## src/rtl/irq_pkg.sv

```systemverilog
`default_nettype none
// ============================================================================
// Module      : irq_pkg
// Description : Shared types and constants for the interrupt controller:
//               FSM state encoding, "no source" ID, peripheral source indices
//               and a fixed-priority pick helper.
// Revision    : 1.0 - initial release
// ============================================================================
package irq_pkg;

    typedef enum logic [1:0] {
        IDLE    = 2'd0,
        SERVICE = 2'd1,
        GAP     = 2'd2
    } irq_state_t;

    localparam logic [2:0] IRQ_ID_NONE = 3'd7;

    localparam int IRQ_UART  = 0;
    localparam int IRQ_TIMER = 1;
    localparam int IRQ_MEAS  = 2;
    localparam int IRQ_GPIO  = 3;

    // Index of the lowest set bit (bit 0 wins); IRQ_ID_NONE when empty.
    function automatic logic [2:0] lowest_set(input logic [6:0] vec);
        logic [2:0] id;
        id = IRQ_ID_NONE;
        for (int i = 6; i >= 0; i--) begin
            if (vec[i]) id = 3'(i);
        end
        return id;
    endfunction

endpackage
`default_nettype wire

```

## src/rtl/irq_controller_if.sv

```systemverilog
`default_nettype none
// ============================================================================
// Module      : irq_controller_if
// Description : Interrupt bundle between the register block / peripherals
//               (master) and the interrupt controller (slave).
// Revision    : 1.0 - initial release
// ============================================================================
interface irq_controller_if #(
    parameter int NUM_IRQS = 4
);
    logic [NUM_IRQS-1:0] irq_sources;
    logic [NUM_IRQS-1:0] irq_mask;
    logic [NUM_IRQS-1:0] irq_edge_sel;
    logic [NUM_IRQS-1:0] pending_clr;
    logic                irq_ack;
    logic                irq_out;
    logic [2:0]          active_id;
    logic [NUM_IRQS-1:0] irq_pending;
    logic                in_service;

    modport master (
        output irq_sources, irq_mask, irq_edge_sel, pending_clr, irq_ack,
        input  irq_out, active_id, irq_pending, in_service
    );

    modport slave (
        input  irq_sources, irq_mask, irq_edge_sel, pending_clr, irq_ack,
        output irq_out, active_id, irq_pending, in_service
    );
endinterface
`default_nettype wire

```

## src/rtl/irq_sync_edge.sv

```systemverilog
`default_nettype none
// ============================================================================
// Module      : irq_sync_edge
// Description : Single-source synchroniser with delayed copy and registered
//               rising-edge pulse.
// Revision    : 1.0 - initial release
// ============================================================================
module irq_sync_edge #(
    parameter int SYNC_STAGES = 2
) (
    input  logic clk,
    input  logic rst,
    input  logic i_src,
    output logic o_s,
    output logic o_rise
);

    if (SYNC_STAGES < 2 || SYNC_STAGES > 4) begin : g_bad_sync_stages
        $error("irq_sync_edge: SYNC_STAGES must be 2..4");
    end

    logic [SYNC_STAGES-1:0] r_sync_q;
    logic [SYNC_STAGES-1:0] w_sync_d;
    logic                   r_prev_q;
    logic                   r_rise_q;
    logic                   w_rise_d;

    // Shift the raw source through the chain and form the edge term.
    always_comb begin
        w_sync_d = {r_sync_q[SYNC_STAGES-2:0], i_src};
        w_rise_d = r_sync_q[SYNC_STAGES-1] & ~r_prev_q;
    end

    // Rise is registered so an edge reaches pending SYNC_STAGES+1 edges after capture.
    always_ff @(posedge clk or posedge rst) begin
        if (rst) begin
            r_sync_q <= '0;
            r_prev_q <= 1'b0;
            r_rise_q <= 1'b0;
        end else begin
            r_sync_q <= w_sync_d;
            r_prev_q <= r_sync_q[SYNC_STAGES-1];
            r_rise_q <= w_rise_d;
        end
    end

    assign o_s    = r_sync_q[SYNC_STAGES-1];
    assign o_rise = r_rise_q;

endmodule
`default_nettype wire

```

## src/rtl/irq_controller.sv

```systemverilog
`default_nettype none
// ============================================================================
// Module      : irq_controller
// Description : Synchronises interrupt sources, latches pending bits
//               (edge or level), masks, arbitrates by fixed priority and
//               holds the winner on irq_out until acknowledged.
// Revision    : 1.0 - initial release
// ============================================================================
module irq_controller
    import irq_pkg::*;
#(
    parameter int NUM_IRQS    = 4,
    parameter int SYNC_STAGES = 2
) (
    input  logic             clk,
    input  logic             rst,
    irq_controller_if.slave  bus
);

    if (NUM_IRQS < 1 || NUM_IRQS > 7) begin : g_bad_num_irqs
        $error("irq_controller: NUM_IRQS must be 1..7");
    end

    logic [NUM_IRQS-1:0] w_s;
    logic [NUM_IRQS-1:0] w_rise;
    logic [NUM_IRQS-1:0] r_pending_q;
    logic [NUM_IRQS-1:0] w_pending_d;
    logic [NUM_IRQS-1:0] w_cand;
    logic [7:0]          w_cand_ext;
    logic [2:0]          w_winner;
    logic                w_ack_accept;

    irq_state_t          r_state_q;
    irq_state_t          w_state_d;
    logic                r_irq_out_q;
    logic                w_irq_out_d;
    logic [2:0]          r_active_id_q;
    logic [2:0]          w_active_id_d;

    for (genvar gi = 0; gi < NUM_IRQS; gi++) begin : g_src
        irq_sync_edge #(
            .SYNC_STAGES (SYNC_STAGES)
        ) u_sync_edge (
            .clk    (clk),
            .rst    (rst),
            .i_src  (bus.irq_sources[gi]),
            .o_s    (w_s[gi]),
            .o_rise (w_rise[gi])
        );
    end

    assign w_ack_accept = bus.irq_ack && (r_state_q == SERVICE);
    assign w_cand       = r_pending_q & bus.irq_mask;
    assign w_cand_ext   = 8'(w_cand);
    assign w_winner     = lowest_set(w_cand_ext[6:0]);

    // Pending next state: edge bits latch rises (set beats clear), level bits follow s.
    always_comb begin
        w_pending_d = r_pending_q;
        for (int i = 0; i < NUM_IRQS; i++) begin
            if (bus.irq_edge_sel[i]) begin
                if (w_rise[i]) begin
                    w_pending_d[i] = 1'b1;
                end else if (bus.pending_clr[i] ||
                             (w_ack_accept && (r_active_id_q == 3'(i)))) begin
                    w_pending_d[i] = 1'b0;
                end
            end else begin
                w_pending_d[i] = w_s[i];
            end
        end
    end

    // Service FSM next state; outputs are computed here and registered with the state.
    always_comb begin
        w_state_d     = r_state_q;
        w_irq_out_d   = r_irq_out_q;
        w_active_id_d = r_active_id_q;
        case (r_state_q)
            IDLE: begin
                if (w_cand != '0) begin
                    w_state_d     = SERVICE;
                    w_irq_out_d   = 1'b1;
                    w_active_id_d = w_winner;
                end
            end
            SERVICE: begin
                // Ack takes precedence over a simultaneous withdraw.
                if (bus.irq_ack) begin
                    w_state_d     = GAP;
                    w_irq_out_d   = 1'b0;
                    w_active_id_d = IRQ_ID_NONE;
                end else if (!w_cand_ext[r_active_id_q]) begin
                    w_state_d     = IDLE;
                    w_irq_out_d   = 1'b0;
                    w_active_id_d = IRQ_ID_NONE;
                end
            end
            GAP: begin
                w_state_d     = IDLE;
                w_irq_out_d   = 1'b0;
                w_active_id_d = IRQ_ID_NONE;
            end
            default: begin
                w_state_d     = IDLE;
                w_irq_out_d   = 1'b0;
                w_active_id_d = IRQ_ID_NONE;
            end
        endcase
    end

    // State, output and pending registers.
    always_ff @(posedge clk or posedge rst) begin
        if (rst) begin
            r_state_q     <= IDLE;
            r_irq_out_q   <= 1'b0;
            r_active_id_q <= IRQ_ID_NONE;
            r_pending_q   <= '0;
        end else begin
            r_state_q     <= w_state_d;
            r_irq_out_q   <= w_irq_out_d;
            r_active_id_q <= w_active_id_d;
            r_pending_q   <= w_pending_d;
        end
    end

    assign bus.irq_out     = r_irq_out_q;
    assign bus.active_id   = r_active_id_q;
    assign bus.irq_pending = r_pending_q;
    assign bus.in_service  = (r_state_q == SERVICE);

endmodule
`default_nettype wire

```

## src/flat_wrapper.sv

```systemverilog
// flat-port wrapper written by rule: the top's interface ports become plain ports
module irq_controller_flat import irq_pkg::*;
#(
    parameter int NUM_IRQS    = 4,
    parameter int SYNC_STAGES = 2
)
  (clk, rst, bus_irq_sources, bus_irq_mask, bus_irq_edge_sel, bus_pending_clr, bus_irq_ack, bus_irq_out, bus_active_id, bus_irq_pending, bus_in_service);
  irq_controller_if #(.NUM_IRQS(NUM_IRQS)) bus_i ();
  input  logic clk;
  input  logic rst;
  input wire logic [$bits(bus_i.irq_sources)-1:0] bus_irq_sources;
  input wire logic [$bits(bus_i.irq_mask)-1:0] bus_irq_mask;
  input wire logic [$bits(bus_i.irq_edge_sel)-1:0] bus_irq_edge_sel;
  input wire logic [$bits(bus_i.pending_clr)-1:0] bus_pending_clr;
  input wire logic [$bits(bus_i.irq_ack)-1:0] bus_irq_ack;
  output wire logic [$bits(bus_i.irq_out)-1:0] bus_irq_out;
  output wire logic [$bits(bus_i.active_id)-1:0] bus_active_id;
  output wire logic [$bits(bus_i.irq_pending)-1:0] bus_irq_pending;
  output wire logic [$bits(bus_i.in_service)-1:0] bus_in_service;
  assign bus_i.irq_sources = bus_irq_sources;
  assign bus_i.irq_mask = bus_irq_mask;
  assign bus_i.irq_edge_sel = bus_irq_edge_sel;
  assign bus_i.pending_clr = bus_pending_clr;
  assign bus_i.irq_ack = bus_irq_ack;
  assign bus_irq_out = bus_i.irq_out;
  assign bus_active_id = bus_i.active_id;
  assign bus_irq_pending = bus_i.irq_pending;
  assign bus_in_service = bus_i.in_service;
  irq_controller #(.NUM_IRQS(NUM_IRQS), .SYNC_STAGES(SYNC_STAGES)) u_core (.clk(clk), .rst(rst), .bus(bus_i));
endmodule
```

## config.mk

```make
export PLATFORM = sky130hd
export DESIGN_NAME = irq_controller_flat
export DESIGN_NICKNAME = d
export VERILOG_FILES = /design/src/rtl/irq_pkg.sv /design/src/rtl/irq_controller_if.sv /design/src/rtl/irq_sync_edge.sv /design/src/rtl/irq_controller.sv /design/src/flat_wrapper.sv
export SDC_FILE = /design/constraint.sdc
export NUM_CORES = 1
export LEC_CHECK = 0
export ABC_AREA = 1
export ABC_CLOCK_PERIOD_IN_PS = 1900
export CORE_UTILIZATION = 35
export CTS_CLUSTER_DIAMETER = 120
export DETAILED_ROUTE_END_ITERATION = 7
export PLACE_DENSITY = 0.67
export SYNTH_ARGS = -nofsm -noshare
export SYNTH_HDL_FRONTEND = slang
export SYNTH_HIERARCHICAL = 1
export SYNTH_SLANG_ARGS = --single-unit
```

## constraint.sdc

```tcl
create_clock -name clk -period 1.9 [get_ports clk]
set_clock_uncertainty 0.2 [all_clocks]
set_input_delay 0.38 -clock clk [delete_from_list [all_inputs] [get_ports clk]]
set_output_delay 0.38 -clock clk [all_outputs]
set_load 0.01 [all_outputs]
```

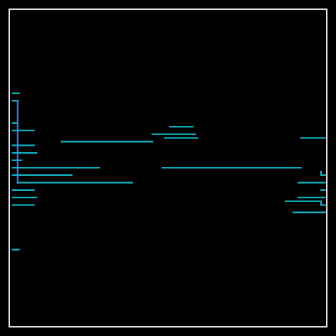
Figure 1: wiring by layer.
Two of the layers only.
| layer | colour | wire length |
|---|---|---|
| metal 4 | blue | 15.0 um |
| metal 3 | cyan | 167 um |
average wire per standard cell: 10.7 um
post-detailed-routing wire length: 2010 um
routed vias: 863
global-route usage over all layers: 13.5%

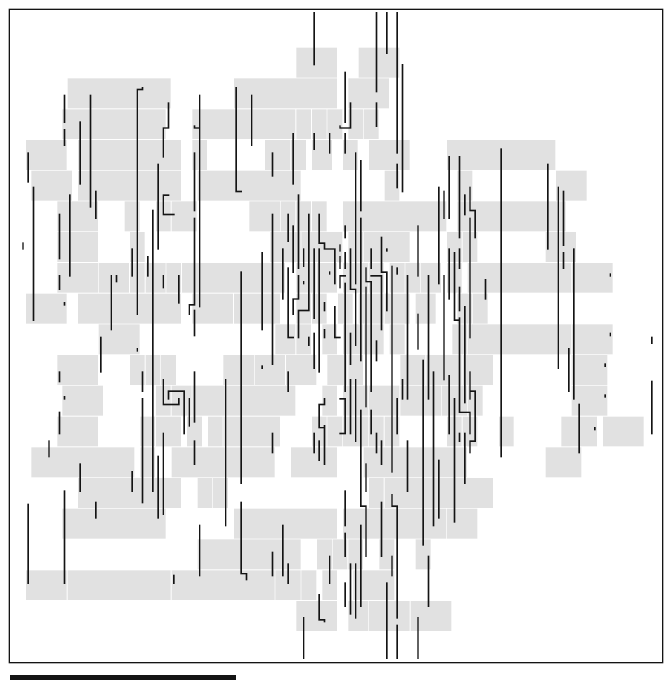
Figure 2: metal 2.
The bar under the picture is 20 um long. Cells faint in the background.
wire length on this layer: 953 um
share of all routed wire: 47%
main direction: vertical
nets with wire on the layer: 141
met2 global-route usage: 22.6%

==> results.txt <==
Synthesis and place-and-route results.

- The layout net count is 176.
- The synthesized netlist devotes 3.69% of its cell area to compound gates.
- The synthesized netlist devotes 0% of its cell area to XOR and XNOR gates.
- The remaining antenna violation count is 0.
- Ranked by instance count, the synthesized netlist is headed by nand2_1 (24), dfrtp_1 (23), inv_1 (23).
- The net switching power in the latest report is 0.530 mW.
- The checks that failed: design-rule violations.
- The fraction of power spent switching nets is 33.5%.
- The proportion of layout cells with a drive suffix above 1 is 17.9%.
- The time the final worst path needs with I/O delays and setup is 1.83 ns.
- Per the final timing report, the hold violations number 0.
- The sink count of the clock tree is 26.
- The number of clock buffers added by TritonCTS is 3.
- The number of unique standard cell types used by synthesis is 16.
- The initial detailed-routing violation count is 25.
- For the pin with the worst max-slew slack, the measured transition is 0.385 ns.
- The post-route DRC violation count is 2.
- The final tally of setup violations is 0.
- The number of buffer cells added on primary ports is 27.
- Counting flops with a built-in enable in the synthesized netlist gives 0.
- The number of global-route vias before repair is 831.
- The run finished, with violations left.
- The die span in x is 57.7 um.
- The worst slack at placement is 0.123 ns.
- The total overflow left after global routing is 0.
- The iteration count of the initial detailed-routing pass is 6.
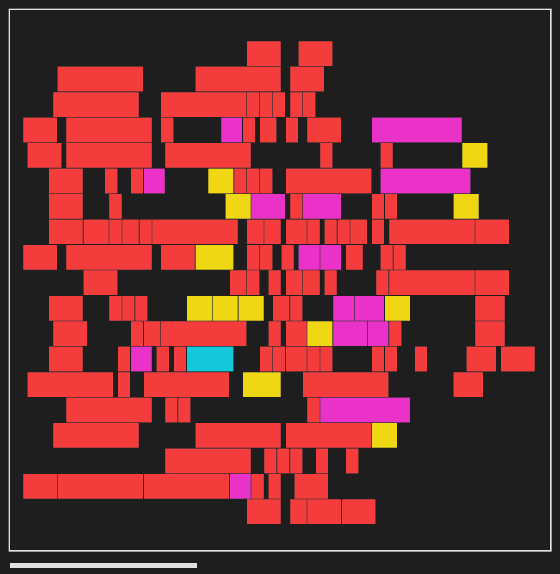
Figure 3: cell sizes after repair.
The bar under the picture is 20 um long.
| size | colour | cells |
|---|---|---|
| _6 and larger | cyan | 1 |
| _0 and _1 cells | red | 128 |
| _3 and _4 cells | yellow | 12 |
| _2 cells | magenta | 15 |
Final Instance Area: 1480 um^2
buffers outside the clock class: 34
layout overhead on the synthesized area: 36.2%
worst setup margin: 0.0669 ns

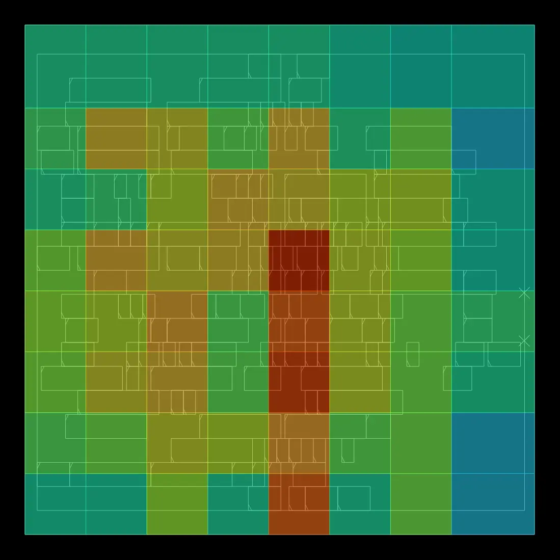
Figure 4: track usage over the die.
met1 track demand over resource in global routing: 17.2%
final core occ: 51.8%
Most Used Layer, Global Route: met2
routing usage on met3: 3.57%

placed cells by master (no fill, tap or decap):
cell type,instances
nand2_1,24
clkdlybuf4s50_1,23
inv_1,23
dfrtp_1,23
nor2_1,15
nand3_1,8
buf_4,7
nor2_2,6
dlygate4sd2_1,4
a21oi_1,4
clkbuf_4,3
nand4_1,3
dfstp_2,3
nand2_2,2
nand3_2,2
clkbuf_8,1
nand3b_1,1
nor2_4,1
nand2_4,1
o21bai_2,1
o21ai_2,1
routing by layer:
layer	share of wire (%)	wire length, um	vias to the layer above	track usage [%]
met4	0.70	14	0	4.42
met5	0	0	-	0
met2	47	952	31	22.6
met3	8.3	166	2	3.57
li1	-	-	432	-
met1	43	873	398	17.2
through the flow:
| step | utilization [%] | instance area (um^2) | total power, mW | std cells |
|---|---|---|---|---|
| 4_1_cts | 51.6 | 1470 | 1.59 | 186 |
| 3_3_place_gp | 49.2 | 1400 | 1.28 | 177 |
| 2_1_floorplan | - | 1090 | 1.07 | 118 |
| 3_5_place_dp | 49.2 | 1400 | 1.30 | 177 |
| 5_1_grt | 51.8 | 1480 | 1.70 | 187 |
| 6_report | 51.8 | 1480 | 1.58 | 187 |
path summary, 6_finish.rpt:
path | start | cells after the start | to
setup / recovery | u_core/bus.irq_pending[2] | 1 | bus_irq_pending[2]
hold / removal | u_core/g_src[3].u_sync_edge/r_sync_q[0] | 0 | u_core/g_src[3].u_sync_edge/r_sync_q[1]
setup reg to reg | u_core/bus.active_id[1] | 8 | u_core/bus.irq_out
hold reg to reg | u_core/g_src[3].u_sync_edge/r_sync_q[0] | 0 | u_core/g_src[3].u_sync_edge/r_sync_q[1]
max in group asynchronous | rst | 2 | u_core/bus.active_id[2]
min in group asynchronous | rst | 2 | u_core/g_src[0].u_sync_edge/r_sync_q[0]
timing repair:
action / 4_1_cts / 5_1_grt
hold buffers: 0 / 0
setup endpoints to repair: 5 / 1
buffers inserted: 5 / 1
resized: 4 / 0
pin swaps: 0 / 0
final cells by class:
type,count,area (um^2),share of cell area (%)
Sequential cell,26,654,44.2
Multi-Input combinational cell,69,345,23.4
Timing Repair Buffer,34,318,21.5
Inverter,23,86.3,5.84
Tap cell,31,38.8,2.62
Clock buffer,4,36.3,2.45
kinds of logic after synthesis:
family / Yosys count
flip-flops: 26
AND/OR/NAND/NOR: 63
AND-OR/OR-AND: 6
buffers and inverters: 23
sequential cells by signal, summed over array words and instances (netlist names):
register / flops
u_core/g_src.u_sync_edge/o_rise: 4
u_core/bus.active_id: 3
u_core/g_src.u_sync_edge/r_prev_q: 4
u_core/bus.irq_pending: 4
u_core/r_state_q: 2
u_core/g_src.u_sync_edge/r_sync_q: 8
u_core/bus.irq_out: 1
power groups by stage:
stage	sequential (mW)	combinational (mW)	clock, mW
floorplan	0.771	0.294	0
global placement	0.767	0.515	0
detailed placement	0.772	0.528	0
CTS	0.714	0.601	0.271
global route	0.728	0.672	0.296
finish	0.713	0.606	0.262
No activity file was given, so power comes from the tool's default toggle rates.
